==> config.mk <==
export PLATFORM = sky130hd
export DESIGN_NAME = bitstream_receiver_flat
export DESIGN_NICKNAME = d
export VERILOG_FILES = /design/src/rtl/bitstream_receiver_if.sv /design/src/rtl/bitstream_receiver.sv /design/src/flat_wrapper.sv
export SDC_FILE = /design/constraint.sdc
export NUM_CORES = 1
export LEC_CHECK = 0
export ABC_AREA = 1
export CAP_MARGIN = 25
export CORE_ASPECT_RATIO = 1.4
export CORE_MARGIN = 4
export CORE_UTILIZATION = 55
export DETAILED_ROUTE_END_ITERATION = 6
export GPL_TIMING_DRIVEN = 0
export PLACE_DENSITY = 0.86
export SLEW_MARGIN = 15
export SYNTH_ARGS = -nofsm -noshare
export SYNTH_HDL_FRONTEND = slang
export SYNTH_SLANG_ARGS = --single-unit
==> constraint.sdc <==
create_clock -name clk -period 2.5 [get_ports clk]
set_clock_uncertainty 0.15 [all_clocks]
set_input_delay 0.375 -clock clk [delete_from_list [all_inputs] [get_ports clk]]
set_output_delay 0.375 -clock clk [all_outputs]
set_load 0.02 [all_outputs]
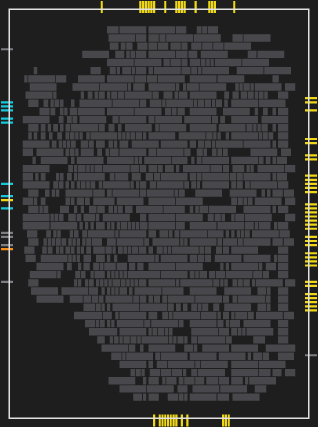
Run 1: pin map
Drawn at 3 px/um. Pins as bars across the die edge, other pins in grey.
- yellow: rx_dataout (pins 64; direction output; edge 33 right, 17 top, 13 bottom, 1 left)
- orange: rx_err (pins 1; direction output; edge left)
- cyan: rx_delay_cnt (pins 8; direction output; edge left)
Die Y: 135.8 um
Port-buffer cells: 78
die x size: 99.30 um

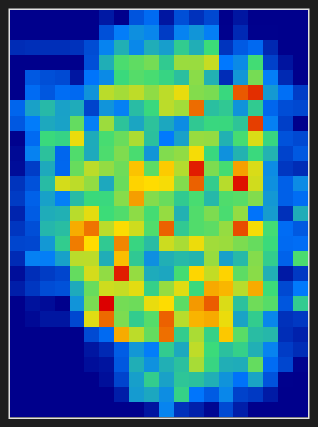
Run 1: wiring heat map
Drawn at 3 px/um. The die is cut into 20 by 27 equal tiles; dark blue is low, red is high, scaled to the fullest tile. Values are wire area over tile area, all layers added.
- nearly empty tiles: 16%
- mean over tiles: 0.21
- emptiest ninth of the die: bottom left
- fullest tile: 0.61
- densest ninth of the die: middle
routed wire length: 17.68 mm
routed via count: 5462
average wire per standard cell: 19.03 um

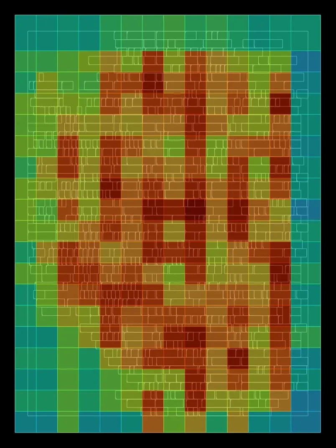
Run 1: track usage over the die
final design utilization: 75.19%
GR Util met3: 5.595%

==> run notes, run 1 <==
Traced cell by cell, the critical path runs through buf_4 > nand3_2 > nand2_1 > nand2_1 > inv_1 > o21ai_2 > nand2_4 > nand2_4 > nand2_8 > nor2_4 > clkinv_4 > buf_12 > clkbuf_16 > nand2_2 > o21ai_1. For the detailed placer's ending HPWL, the log shows 9.692 mm. Looking at the worst setup and hold paths, the clock pins of their registers show a slew of 60 ps. For the completed layout, the total cell area is recorded as 0.008568 mm^2. The net count of the finished layout is 780.

The number of cells in the finished layout apart from fillers is 929, and the fraction of power spent switching nets is 28.38%. The first global-routing pass estimated 25.38 mm of wire. The type of destination of the critical path is a register. The number of different library cells used by synthesis comes to 31. With the synthesized netlist net count at 667, the delay of the slowest cell on the worst path is 440 ps. The number of cells reported by Yosys stat comes to 659.

OpenROAD warning count: 28. The final layout report lists a clock buffer count of 20. The flow ran to the end, but the final reports show violations. The synthesized netlist occupies a cell area of 0.006419 mm^2.

The run gives 0.004031 mm^2 as the register area. The synthesis report lists the Yosys warning total as 0. Per the STA report, the cell with the highest stage delay on the worst path is sky130_fd_sc_hd__dfrtp_2. TritonRoute reported its final design rule violation total as 0. The cell-mix breakdown from Yosys lists the XOR/XNOR area share as 0.5458%. Cell internal power was estimated by the tool at 4.627 mW. At the worst endpoint, the required time is 2650 ps.

On met1, the global router reports a usage of 27.13%. The clock drives 161 sinks. Looking at the clock tree report, the root buffer type is sky130_fd_sc_hd__clkbuf_16.

Share of the final layout cell area in sequential cells: 47.05%. Per the power-grid run, VDD falls by no more than 0.5302 mV. After layout, the inverter instance count without clock inverters stands at 113. The checks that failed: negative setup slack.

In the final report, the number of hold violations comes to 0. For reference, the top cells by count after synthesis are 161 x sky130_fd_sc_hd__dfrtp_1, 125 x sky130_fd_sc_hd__nand2_1, 111 x sky130_fd_sc_hd__inv_1. The logs give 87 for the largest net degree at the start of global routing and 4 for the level count of the clock H-tree. Derived from the worst setup path, the maximum achievable clock frequency is 387.7 MHz. The post-route report lists met1 wire length as 6.257 mm. For the number of setup violations in the final report, the log shows 51. The worst setup path is launched from a register.

In this run, synthesis inferred 0 flip-flops with an integrated enable. The number of maximum-capacitance violations recorded for the run is 0. Synthesized-area fraction occupied by ao, oa, aoi and oai cells: 14.31%. The clock latency of the later-clocked register in the worst-skew pair came out at 430 ps. For the total power, the log shows 6.460 mW.

The initial antenna violation count is 0. Grouping non-sequential cells by family puts the most area in AND-OR/OR-AND gates. The final weighted congestion recorded by global placement is 0.8373. Summing the areas of all and, or, nand and nor instances in the mapped netlist gives 12.11% of the synthesized area.

With the first-iteration detailed-routing DRC count at 495, the worst setup slack for register-to-register paths is -80 ps. The run gives 1 for the number of hold buffers added after CTS. Of all cell types, the one taking the most synthesized area is sky130_fd_sc_hd__dfrtp_1. Buffers added to address setup during post-CTS repair amount to 5.

With the chip footprint at 0.01349 mm^2, the final-layout clock-cell area share is 7.053%. For reference, the top cells by area after synthesis are sky130_fd_sc_hd__dfrtp_1 63%, sky130_fd_sc_hd__nand2_1 7.3%, sky130_fd_sc_hd__inv_1 6.5%, sky130_fd_sc_hd__o22ai_1 6.3%, sky130_fd_sc_hd__o21ai_1 4.7%. According to the cell report, flip-flops and latches in the layout number 161.

Power attributed to combinational cells is 1.02 mW. The logs give -79.24 ps for the worst setup margin and 13 for the number of cells upsized or downsized after cts. The run gives 15.7% as the part of the power in combinational logic.

The length in cells of the worst reg-to-reg path came out at 15. Total area of multi-input combinational cells: 0.002088 mm^2. The number of flip-flops under the largest register name came out at 64. The via count of the first global-routing pass is 5383. Multi-input gates account for 24.37% of the area. For the tightest hold margin, the log shows 208.8 ps. Per the post-route antenna check, the number of violating nets is 0. The area growth from synthesis to layout is 33.49%.

The run gives 2 as the maximum clock insertion buffer count. Of the total power, the clock network draws 41.5%. In the final timing run, aggregate negative setup slack is -1891 ps.

The flow reports power dissipated in the clock network as 2.68 mW. Global-route congestion overflow total: 0. Checking hold timing, the worst path is listed with class register to register.

Among all cell types in the netlist, the one instantiated most often is sky130_fd_sc_hd__dfrtp_1. The run gives 56.32% as the core utilization before placement. In this run the count of I/O pins placed on the die edge is 79.

Non-clock buffering takes up 14.41% of total cell area after layout. The top cell type by area accounts for 62.77% of the synthesized area. The number of cells on the worst hold path is 0, and the detailed route wirelength on metal3 is 963 um. The cell type group with the largest total delay on the critical path was simple AND/OR/NAND/NOR gates. Setup slack on the worst path after placement came out at -259.1 ps. For this run, asynchronously set or reset flops after synthesis account for 100.0%. Count of buffers not belonging to the clock network in the layout: 124.

Each instance of the synthesized netlist takes up on average 9.740 um^2. Per the cell usage report, the commonest logic cell in the layout is sky130_fd_sc_hd__dfrtp_1. After detailed routing, the met2 layer carries 9.687 mm of wire. The critical-path maximum fanout was 8; the number of buffers created by CTS was 17.

Counting every instance in the synthesized netlist gives 659. In the final design, more cell area goes to flip-flops and latches than to any other class. The main flop type was sky130_fd_sc_hd__dfrtp_1. The group that draws the most power in this run is registers.

For reference, the mux area share after synthesis is 0%. The max-slew headroom at the worst pin came out at 62.66%. The script logs the ratio of routed vias to standard cells as 5.879.

The leakage power total was 3.859 nW; the number of iterations in the first detailed-routing pass was 6.
Run 1, M3 wires:
Drawn at 3 px/um.
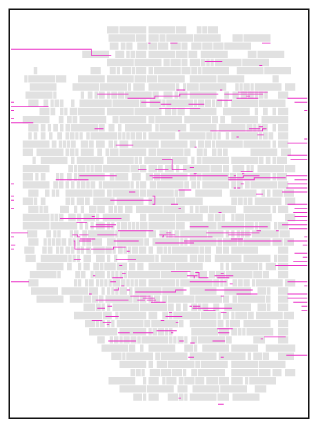

==> run 2, diff against run 1 <==
--- a/config.mk
+++ b/config.mk
@@ -7,7 +7,7 @@
 export LEC_CHECK = 0
 export ABC_AREA = 1
 export CAP_MARGIN = 25
-export CORE_ASPECT_RATIO = 1.4
+export CORE_ASPECT_RATIO = 1.25
 export CORE_MARGIN = 4
 export CORE_UTILIZATION = 55
 export DETAILED_ROUTE_END_ITERATION = 6
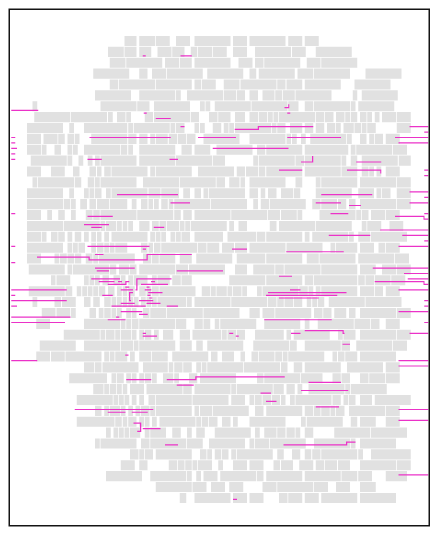
Run 2: M3 wires
Drawn at 4 px/um.
- main direction: horizontal
- longest straight run: 22.1 um
GR Util met3: 5.921%
routed wire length: 15.91 mm
routed via count: 5204

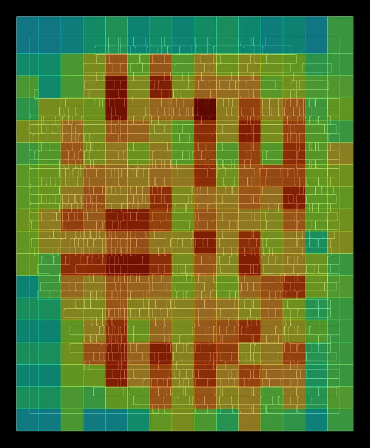
Run 2: track usage over the die
average wire per standard cell: 17.24 um
Top Usage Layer GRT: met2
GR met1 Demand/Resource: 26.60%

==> run 2 against run 1 <==
Against the previous run:
- the flow now finishes without violations
- first-iteration DRC count decreased by 32%
- clock-buffer cell count decreased by 3
- final area increased by 1.7%
- critical path type unchanged
- highest routed layer unchanged
==> run notes, run 2 <==
The number of cells upsized or downsized after cts is 15 (+2). The post-synthesis cell type with the largest instance count is sky130_fd_sc_hd__dfrtp_1. The cell type of the slowest stage on the worst timing path is sky130_fd_sc_hd__dfrtp_2.

The commonest cells after synthesis are 161 x sky130_fd_sc_hd__dfrtp_1, 125 x sky130_fd_sc_hd__nand2_1, 111 x sky130_fd_sc_hd__inv_1. The reported combinational group power came out at 1.01 mW (about the same). With the inverter tally of the final layout excluding the clock network at 113 (unchanged), the critical path required time is 2660 ps (about the same). The run gives 161 (unchanged) for the final sequential cell count.

The share of the final layout cell area in sequential cells works out to 46.29% (-0.76 points). Per the synthesis report, the dominant area consumer among library cells is sky130_fd_sc_hd__dfrtp_1. The tools report the startpoint type of the worst setup path as a register. For the routed length on met1, the log shows 6.269 mm (+0.19%).

The run gives 4 (unchanged) for the level count of the clock H-tree. The core occupancy in the finished layout came out at 77.46% (+2.3 points). The run gives 2 (unchanged) as the maximum clock insertion buffer count. The number of flip-flops under the largest register name is 64 (unchanged). The fraction of synthesized cell area taken by the top area cell type came out at 62.77% (unchanged). The post-detailed-route count of antenna-violating nets was 0 (unchanged); the tightest hold margin was 199.0 ps (-9.798 ps).

The area fraction in mux cells came out at 0% (unchanged). The tools report the number of sinks on the clock net as 161 (unchanged). The final-layout non-clock buffer area share works out to 15.18% (+0.77 points). The run gives 28.74% (+0.37 points) for the fraction of power spent switching nets. Dominant kind of cell by area: flip-flops and latches. Number of buffers created by CTS: 17 (unchanged).

The chip footprint is 0.01347 mm^2 (about the same), and the multi-input gate share of the layout cell area is 24.57% (+0.19 points). By instance count after routing, the leading logic cell type is sky130_fd_sc_hd__dfrtp_1. Prevailing logic family in the synthesized netlist: AND-OR/OR-AND gates. The run finished with clean final reports.

The tightest min-delay check is of the register to register type. The number of cells produced by synthesis is 659 (unchanged), and the count of buffers not belonging to the clock network in the layout is 127 (+2.4%). The run gives 24.04 mm (-5.3%) as the global-route wire length before repair.

The run gives 79 (unchanged) for the number of top-level pins. The synthesized netlist net count is 667 (unchanged), and the average instance area after synthesis is 9.740 um^2 (unchanged). The tools report the number of setup violations in the final report as 0 (-100%). The tools report the clock tree root buffer cell as sky130_fd_sc_hd__clkbuf_16.

The run gives 339 (-32%) for the first-iteration detailed-routing DRC count. The leakage power total was 3.925 nW (+1.7%); the detailed placer's ending HPWL was 9.118 mm (-5.9%). The largest net degree at the start of global routing came out at 109 (+25%).

The logs give 820 um (-15%) for the detailed route wirelength on metal3 and 659 (unchanged) for the number of standard cells reported by yosys. The logs give 17 (-15%) for the clock buffer count in the final layout and 0.8449 (+0.91%) for the placer congestion estimate. The run gives 5 (-1) as the number of iterations in the first detailed-routing pass. The part of the power in combinational logic is 15.6% (about the same).

The tools report the power in the clock group as 2.73 mW (+2%). The logs give 0 (unchanged) for the final routed DRC violation total and 4.635 mW (+0.19%) for the cell-internal power. The run gives 0 (unchanged) for the initial antenna violation count. The routed length on met2 was 8.500 mm (-12%); the post-synthesis instance area was 0.006419 mm^2 (unchanged).

The run gives 0.4886 mV (-7.8%) for the worst vdd rail ir drop. The die outline width works out to 104.6 um (+5.4%). The cell sequence reported for the critical path is buf_4 > nand3_2 > nand2_1 > nand2_1 > inv_1 > nand2_1 > nand3_4 > nand2_4 > nand2_8 > nor2_4 > clkinv_4 > clkbuf_16 > clkbuf_16 > nand2_2 > o21ai_1.

The length in cells of the worst reg-to-reg path was 15 (unchanged); the post-synthesis simple-gate area fraction was 12.11% (unchanged). Count of input and output buffers: 78 (unchanged). The register area is 0.004031 mm^2 (unchanged). Chip height: 128.8 um (-5.2%). The OpenROAD warning count was 30 (+7.1%). Number of cells on the worst hold path: 0 (unchanged). With the count of flip-flops with a built-in enable after synthesis at 0 (unchanged), the fraction of registers with async set/reset is 100.0% (unchanged). Number of hold buffers added after CTS: 1 (unchanged). The main area contributors are sky130_fd_sc_hd__dfrtp_1 63%, sky130_fd_sc_hd__nand2_1 7.3%, sky130_fd_sc_hd__inv_1 6.5%, sky130_fd_sc_hd__o22ai_1 6.3%, sky130_fd_sc_hd__o21ai_1 4.7%. The logs give 22.84 ps (+102.1 ps) for the worst setup margin and -194.9 ps (+64.18 ps) for the pre-CTS worst setup slack. The portion of total power attributed to the clock network was 41.9% (+0.4 points); the clock latency of the later-clocked register in the worst-skew pair was 420 ps (about the same). The post-CTS clock slew at the launch and capture registers of the worst setup and hold paths works out to 70 ps (about the same). Total power: 6.505 mW (+0.70%). The via-per-instance ratio was 5.638 (-4.1%).

The run gives 0 ps (+1891 ps) as the sum of negative setup slack. The run gives 923 (-0.65%) for the number of cells in the finished layout apart from fillers.
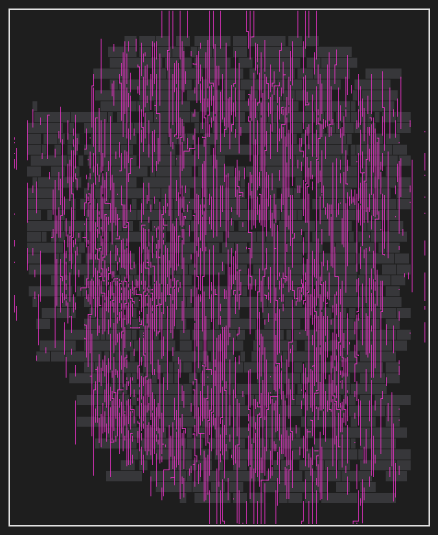
Run 2: the metal 2 layer
Drawn at 4 px/um.
- longest straight run: 44.2 um
- main direction: vertical
- wire length on this layer: 8500 um
- nets with wire on the layer: 720
M2 GR Usage: 38.21%

No activity file was given, so power comes from the tool's default toggle rates.
